### src/rtl/matseq_pkg.sv
// Shared definitions for the matrix execution sequencer: op codes, FSM states,
// instruction field positions and one-hot unit select codes.
package matseq_pkg;

  localparam logic [3:0] OP_NOP  = 4'h0;
  localparam logic [3:0] OP_ADD  = 4'h1;
  localparam logic [3:0] OP_SUB  = 4'h2;
  localparam logic [3:0] OP_MUL  = 4'h3;
  localparam logic [3:0] OP_TRAN = 4'h4;
  localparam logic [3:0] OP_HALT = 4'hF;

  typedef enum logic [2:0] {
    S_IDLE,
    S_FETCH,
    S_DECODE,
    S_LOAD_A,
    S_LOAD_B,
    S_EXEC,
    S_STORE,
    S_HALTED
  } stateT;

  // Low bit of each instruction field; op is 4 bits, the operands 8 bits.
  localparam int OP_LSB   = 28;
  localparam int SRCA_LSB = 16;
  localparam int SRCB_LSB = 8;
  localparam int DST_LSB  = 0;

  localparam logic [3:0] SEL_NONE = 4'b0000;
  localparam logic [3:0] SEL_ADD  = 4'b0001;
  localparam logic [3:0] SEL_SUB  = 4'b0010;
  localparam logic [3:0] SEL_MUL  = 4'b0100;
  localparam logic [3:0] SEL_TRAN = 4'b1000;

endpackage

### src/rtl/matseq_decode.sv
// Combinational op decode: which unit to start, whether a second operand is
// loaded, and the NOP / HALT / illegal classifications.
module matseq_decode
  import matseq_pkg::*;
(
  input  logic [3:0] op,
  output logic [3:0] unitSel,
  output logic       needsB,
  output logic       isNop,
  output logic       isHalt,
  output logic       illegal
);

  always_comb begin
    unitSel = SEL_NONE;
    needsB  = 1'b0;
    isNop   = 1'b0;
    isHalt  = 1'b0;
    illegal = 1'b0;
    case (op)
      OP_NOP:  isNop = 1'b1;
      OP_ADD:  begin unitSel = SEL_ADD; needsB = 1'b1; end
      OP_SUB:  begin unitSel = SEL_SUB; needsB = 1'b1; end
      OP_MUL:  begin unitSel = SEL_MUL; needsB = 1'b1; end
      OP_TRAN: unitSel = SEL_TRAN;
      OP_HALT: isHalt = 1'b1;
      default: illegal = 1'b1;
    endcase
  end

endmodule

### src/rtl/matrix_exec_sequencer.sv
// Fetch / load / execute / store sequencer for matrix instructions.
// Optional wait watchdog enabled by defining MATSEQ_TIMEOUT_EN.
module matrix_exec_sequencer
  import matseq_pkg::*;
#(
  parameter int DIM     = 4,
  parameter int EW      = 16,
  parameter int MAT_W   = DIM * DIM * EW,
  parameter int PC_W    = 4,
  parameter int TIMEOUT = 255
) (
  input  logic             clk,
  input  logic             RESET,
  input  logic             start,
  output logic [PC_W-1:0]  op_addr,
  output logic             op_en,
  input  logic [31:0]      op_data,
  input  logic             op_valid,
  output logic [7:0]       mem_addr,
  output logic             mem_en,
  output logic             mem_rw,
  output logic [MAT_W-1:0] mem_wdata,
  input  logic [MAT_W-1:0] mem_rdata,
  input  logic             mem_valid,
  output logic [3:0]       unit_sel,
  output logic             unit_en,
  output logic [MAT_W-1:0] unit_a,
  output logic [MAT_W-1:0] unit_b,
  input  logic [MAT_W-1:0] unit_result,
  input  logic             unit_done,
  output logic             busy,
  output logic             halted,
  output logic             error,
  output logic [PC_W-1:0]  pc
);

  stateT            stateReg;
  logic [PC_W-1:0]  pcReg;
  logic             opEnReg, memEnReg, memRwReg, unitEnReg;
  logic [7:0]       memAddrReg;
  logic [MAT_W-1:0] memWdataReg, opAReg, opBReg;
  logic [3:0]       unitSelReg;
  logic             busyReg, haltedReg, errorReg;
  logic             entryReg;
  logic [3:0]       opCodeReg;
  logic [7:0]       srcAReg, srcBReg, dstReg;

  logic [3:0] decSel;
  logic       decNeedsB, decNop, decHalt, decIllegal;
  logic       respIn, accept;
  logic       unusedOpBits;

  assign unusedOpBits = ^op_data[27:24];

  matseq_decode uDecode (
    .op      (opCodeReg),
    .unitSel (decSel),
    .needsB  (decNeedsB),
    .isNop   (decNop),
    .isHalt  (decHalt),
    .illegal (decIllegal)
  );

  // The response matching the current wait; ignored in the request cycle itself.
  always_comb begin
    respIn = 1'b0;
    case (stateReg)
      S_FETCH:                     respIn = op_valid;
      S_LOAD_A, S_LOAD_B, S_STORE: respIn = mem_valid;
      S_EXEC:                      respIn = unit_done;
      default:                     respIn = 1'b0;
    endcase
  end
  assign accept = respIn && !entryReg;

`ifdef MATSEQ_TIMEOUT_EN
  localparam int CNT_W = $clog2(TIMEOUT + 1);
  logic [CNT_W-1:0] waitCntReg, waitCntCur;
  logic             inWait, timedOut;

  assign inWait     = stateReg inside {S_FETCH, S_LOAD_A, S_LOAD_B, S_EXEC, S_STORE};
  assign waitCntCur = entryReg ? '0 : waitCntReg;
  assign timedOut   = inWait && !accept && (waitCntCur == CNT_W'(TIMEOUT - 1));

  always_ff @(posedge clk) begin
    if (RESET || !inWait) waitCntReg <= '0;
    else                  waitCntReg <= waitCntCur + CNT_W'(1);
  end
`else
  logic unusedTimeout;
  assign unusedTimeout = (TIMEOUT != 0);
`endif

  always_ff @(posedge clk) begin
    if (RESET) begin
      stateReg    <= S_IDLE;
      pcReg       <= '0;
      opEnReg     <= 1'b0;
      memEnReg    <= 1'b0;
      memRwReg    <= 1'b0;
      unitEnReg   <= 1'b0;
      memAddrReg  <= '0;
      memWdataReg <= '0;
      opAReg      <= '0;
      opBReg      <= '0;
      unitSelReg  <= SEL_NONE;
      busyReg     <= 1'b0;
      haltedReg   <= 1'b0;
      errorReg    <= 1'b0;
      entryReg    <= 1'b0;
      opCodeReg   <= '0;
      srcAReg     <= '0;
      srcBReg     <= '0;
      dstReg      <= '0;
    end else begin
      // Request strobes are single-cycle pulses unless re-armed below.
      opEnReg  <= 1'b0;
      memEnReg <= 1'b0;
      memRwReg <= 1'b0;
      entryReg <= 1'b0;
`ifdef MATSEQ_TIMEOUT_EN
      if (timedOut) begin
        unitEnReg  <= 1'b0;
        unitSelReg <= SEL_NONE;
        errorReg   <= 1'b1;
        haltedReg  <= 1'b1;
        busyReg    <= 1'b0;
        stateReg   <= S_HALTED;
      end else
`endif
      begin
        case (stateReg)
          S_IDLE: if (start) begin
            pcReg     <= '0;
            errorReg  <= 1'b0;
            haltedReg <= 1'b0;
            busyReg   <= 1'b1;
            opEnReg   <= 1'b1;
            entryReg  <= 1'b1;
            stateReg  <= S_FETCH;
          end
          S_FETCH: if (accept) begin
            opCodeReg <= op_data[OP_LSB +: 4];
            srcAReg   <= op_data[SRCA_LSB +: 8];
            srcBReg   <= op_data[SRCB_LSB +: 8];
            dstReg    <= op_data[DST_LSB +: 8];
            stateReg  <= S_DECODE;
          end
          S_DECODE: begin
            if (decIllegal || decHalt) begin
              errorReg  <= decIllegal;
              haltedReg <= 1'b1;
              busyReg   <= 1'b0;
              stateReg  <= S_HALTED;
            end else if (decNop) begin
              pcReg    <= pcReg + PC_W'(1);
              opEnReg  <= 1'b1;
              entryReg <= 1'b1;
              stateReg <= S_FETCH;
            end else begin
              memEnReg   <= 1'b1;
              memAddrReg <= srcAReg;
              entryReg   <= 1'b1;
              stateReg   <= S_LOAD_A;
            end
          end
          S_LOAD_A: if (accept) begin
            opAReg   <= mem_rdata;
            entryReg <= 1'b1;
            if (decNeedsB) begin
              memEnReg   <= 1'b1;
              memAddrReg <= srcBReg;
              stateReg   <= S_LOAD_B;
            end else begin
              unitSelReg <= decSel;
              unitEnReg  <= 1'b1;
              stateReg   <= S_EXEC;
            end
          end
          S_LOAD_B: if (accept) begin
            opBReg     <= mem_rdata;
            unitSelReg <= decSel;
            unitEnReg  <= 1'b1;
            entryReg   <= 1'b1;
            stateReg   <= S_EXEC;
          end
          S_EXEC: if (accept) begin
            unitEnReg   <= 1'b0;
            unitSelReg  <= SEL_NONE;
            memWdataReg <= unit_result;
            memEnReg    <= 1'b1;
            memRwReg    <= 1'b1;
            memAddrReg  <= dstReg;
            entryReg    <= 1'b1;
            stateReg    <= S_STORE;
          end
          S_STORE: if (accept) begin
            pcReg    <= pcReg + PC_W'(1);
            opEnReg  <= 1'b1;
            entryReg <= 1'b1;
            stateReg <= S_FETCH;
          end
          default: stateReg <= S_HALTED;
        endcase
      end
    end
  end

  assign op_addr   = pcReg;
  assign pc        = pcReg;
  assign op_en     = opEnReg;
  assign mem_addr  = memAddrReg;
  assign mem_en    = memEnReg;
  assign mem_rw    = memRwReg;
  assign mem_wdata = memWdataReg;
  assign unit_sel  = unitSelReg;
  assign unit_en   = unitEnReg;
  assign unit_a    = opAReg;
  assign unit_b    = opBReg;
  assign busy      = busyReg;
  assign halted    = haltedReg;
  assign error     = errorReg;

endmodule
### config.mk
export PLATFORM = sky130hd
export DESIGN_NAME = matrix_exec_sequencer
export DESIGN_NICKNAME = d
export VERILOG_FILES = /design/src/rtl/matseq_pkg.sv /design/src/rtl/matseq_decode.sv /design/src/rtl/matrix_exec_sequencer.sv
export SDC_FILE = /design/constraint.sdc
export NUM_CORES = 2
export LEC_CHECK = 0
export CORE_AREA = 2 2 525 527
export CTS_BUF_LIST = sky130_fd_sc_hd__clkbuf_16
export DETAILED_ROUTE_END_ITERATION = 10
export DIE_AREA = 0 0 527 529
export RECOVER_POWER = 50
export SYNTH_ARGS = -nofsm -noshare
export SYNTH_HDL_FRONTEND = slang
export SYNTH_HIERARCHICAL = 1
export SYNTH_SLANG_ARGS = --single-unit
### constraint.sdc
create_clock -name clk -period 1.8 [get_ports clk]
set_input_delay 0.45 -clock clk [delete_from_list [all_inputs] [get_ports clk]]
set_output_delay 0.45 -clock clk [all_outputs]
set_load 0.05 [all_outputs]
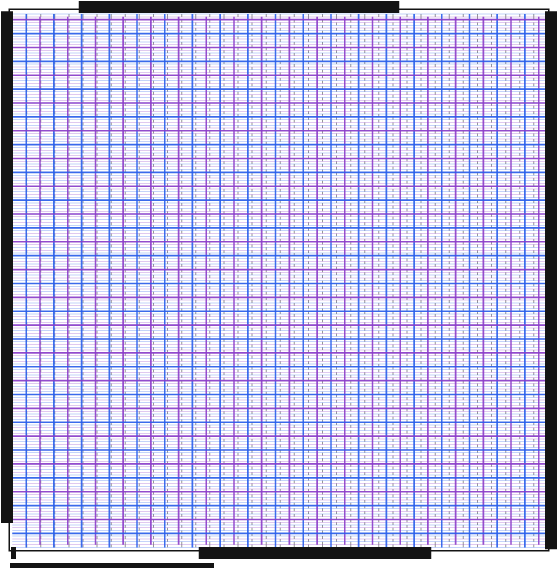
*Floorplan with the power grid*
Scale bar: 200 µm. Pins as bars on the die edge. Tap cells in grey.
[VDD] purple
[VSS] blue
signal pins: 1345
met4 straps: 38
met1 rails: 193
rows: 192

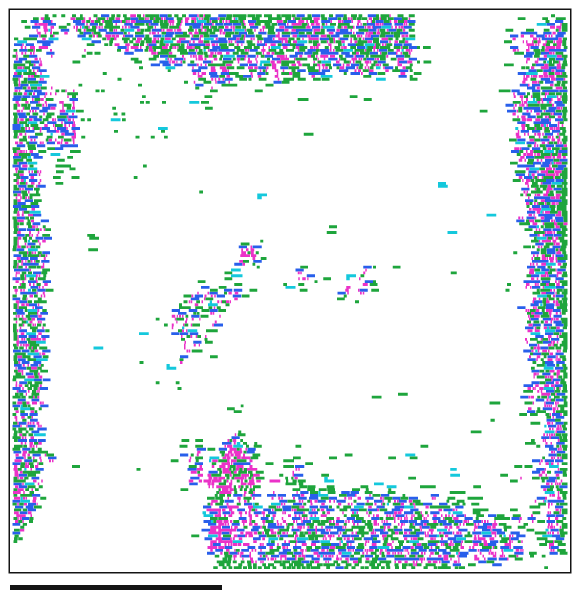
*Placement by cell class*
Scale bar: 200 µm.
[all other logic] magenta | cells: 2568
[flops] blue | cells: 823
[clock drivers and dummy loads] cyan | cells: 184
[other buffers and delay cells] green | cells: 1773

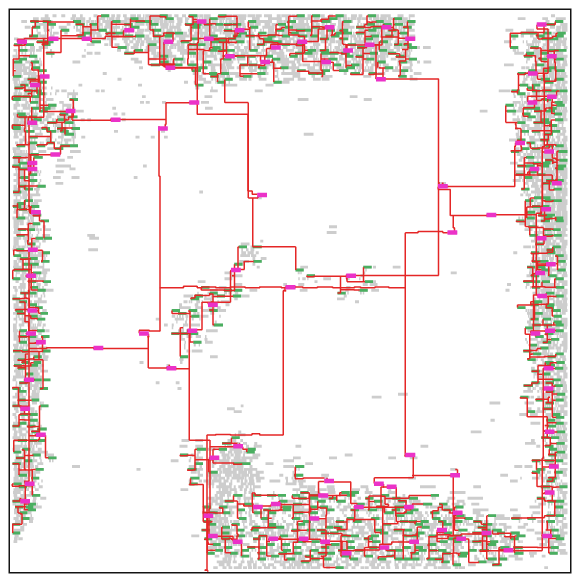
*Clock network drawn from the DEF*
[cells driving clock nets] magenta | count: 102
[flip-flops] green | count: 823
[clock wires] red | length: 13600 µm
flops lie: widely spread
routed clock nets: 103

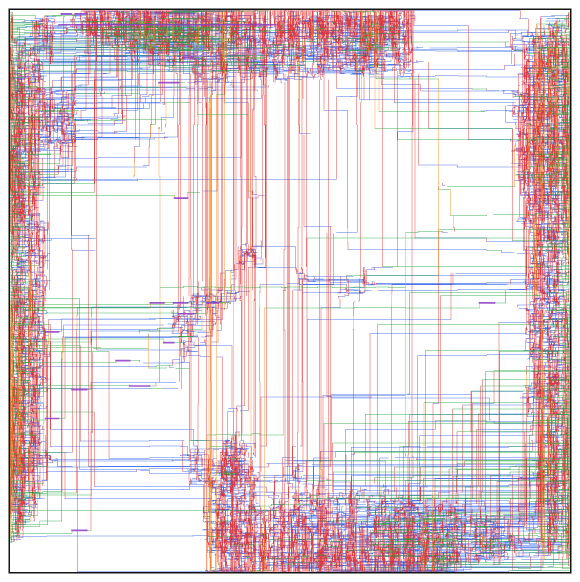
*Wiring by layer*
[met4] orange | wire length: 12900 µm
[met2] red | wire length: 100 mm
[met5] purple | wire length: 420 µm
[met3] green | wire length: 26.1 mm
[met1] blue | wire length: 74.8 mm

==> flow_summary.ini <==
; synthesis and place-and-route metrics
[power_and_ir_drop]
switching_power_mw = 12.9
pg_clk_mw = 19.9
power.group.top = the clock network
pwr-share-seq = 0.409
switching_share = 0.282
peakVddDrop_v = 0.000692
comb_power_mw = 7.18
p_clk_frac = 0.434
p_per_area_mw_per_mm2 = 741
p_comb_frac = 0.156
seq-power_mw = 18.8
power.total_mw = 45.9
p_int_mw = 32.9

[setup_path]
crit_path_max_fanout = 7
rr_startpoint = opCodeReg[1]
crit_start = opCodeReg[1]
crit_path_end_kind = flop
critPathRequiredTime_ns = 2.43
start_kind = flop
reg2reg_depth = 7
crit_family = simple AND/OR/NAND/NOR gates
endpoint = op_addr[0]
crit_chain = and4_4, a21oi_4, or3b_4, a221oi_4, buf_12, mux2i_2, nor2_1
critPathSlowestCell = or3b_4
cp_num_buf_inv = 1
crit_path_max_incr_delay_ns = 0.41
cp.arrival_ns = 2.65
r2r_end = op_addr[0]

[cells_and_area]
layout_top_cell = nand2_1
inverters = 5
buffers = 1773
buffer_area_frac = 0.379
syn_to_final_growth_pct = 112
lay_top_cells = nand2_1 (1474), a21oi_1 (635), dfxtp_2 (632)
clock_area_frac = 0.0506
flop-count = 823
comb-cell-share = 0.211
n_clock_buffer = 102
num_antenna_cells = 42
nets = 5819
nMultiInputCombCells = 2563
fillCellCount = 29200
post-route-util = 0.227
dominant_cells = non-clock buffers
drive_gt1_frac = 0.461
fin_cells = 8979
final_area_mm2 = 0.0619

[floorplanning]
fp_util = 0.107
core_area_mm2 = 0.273
ios = 1345
dieArea_mm2 = 0.279
n_tap_cell = 3589
die_w_um = 527
die_y_um = 529

[synth]
area_leaders = dfxtp_1 (57%), nand2_1 (21%), a21oi_1 (14%)
syn_inst = 3676
synth.distinct_cells = 52
post_synth_most_frequent_cells = nand2_1 (1601), dfxtp_1 (823), a21oi_1 (812)
top_cell = nand2_1
yosysSeqAreaShare = 0.566
ys_cells = 3676
simple_gate_area_frac = 0.221
yosys_warnings = 6
flop_cell = dfxtp_1
ys_sh_aoi = 0.158
edf_count = 0
ys_area_mm2 = 0.0291
xor_area_frac = 0
synth_flops = 823
syn_area_mm2 = 0.0291
avgSynthCellArea_um2 = 7.92
top_logic_kind = simple AND/OR/NAND/NOR gates
mux_share = 0.00112

[outcome]
status = complete, but fails checks
violations = setup timing

[routing]
initialDrtViolationCount = 2111
via_per_inst = 3.69
wl_met3_um = 26100
post_drt_wl_per_cell_um = 23.9
routed.top_layer = met5
drtAntennaViolNets = 0
first_pass_iters = 5
route.vias.total = 33100
wl_met1_um = 74800
wirelength_um = 215000

[worst_hold_path]
hold_depth = 3
whs_endpoint = mem_wdata[110]
hold_path_class = input pin to flop

[clock_tree]
cts_num_sinks = 823
cts_resized = 1822
ctsHoldBuffers = 1
cts_tree = yes
clk_latency_ns = 0.80
htree_levels = 3
clock_path_buffers = 4
cts-root-buf = clkbuf_16
clkTransAtPathRegs_ns = 0.06
postCtsSetupRepairBufs = 56

[final_timing]
relSlewSlack = 0.661
fmax_ghz = 0.495
maxSlewViolCount = 0
period_used_share = 1.12
finalSetupViolCount = 412
tns_ns = -13.56
skew_ns = 0.0549
whs_ns = 0.202
fin_crit_ns = 2.02
worst_slack_ns = -0.219
worstMarginPinSlew_ns = 0.508

[global_routing]
use_met2 = 0.225
grt_use_met1 = 0.143
gr-usage-met3 = 0.0685
grt_pass1_wl_um = 266000
grt-ovfl-total = 0
grt_max_degree = 83
track_usage = 0.138
antenna_found_initial = 80

[flow_run]
max_cap_viol_count = 0
warnings = 33

[placement]
post-place-cells = 8527
dp_hpwl_um = 164000
port_buffers = 1340
dp_slack_ns = -0.694
placed_area_mm2 = 0.0489
Power and IR drop assume default switching activity.
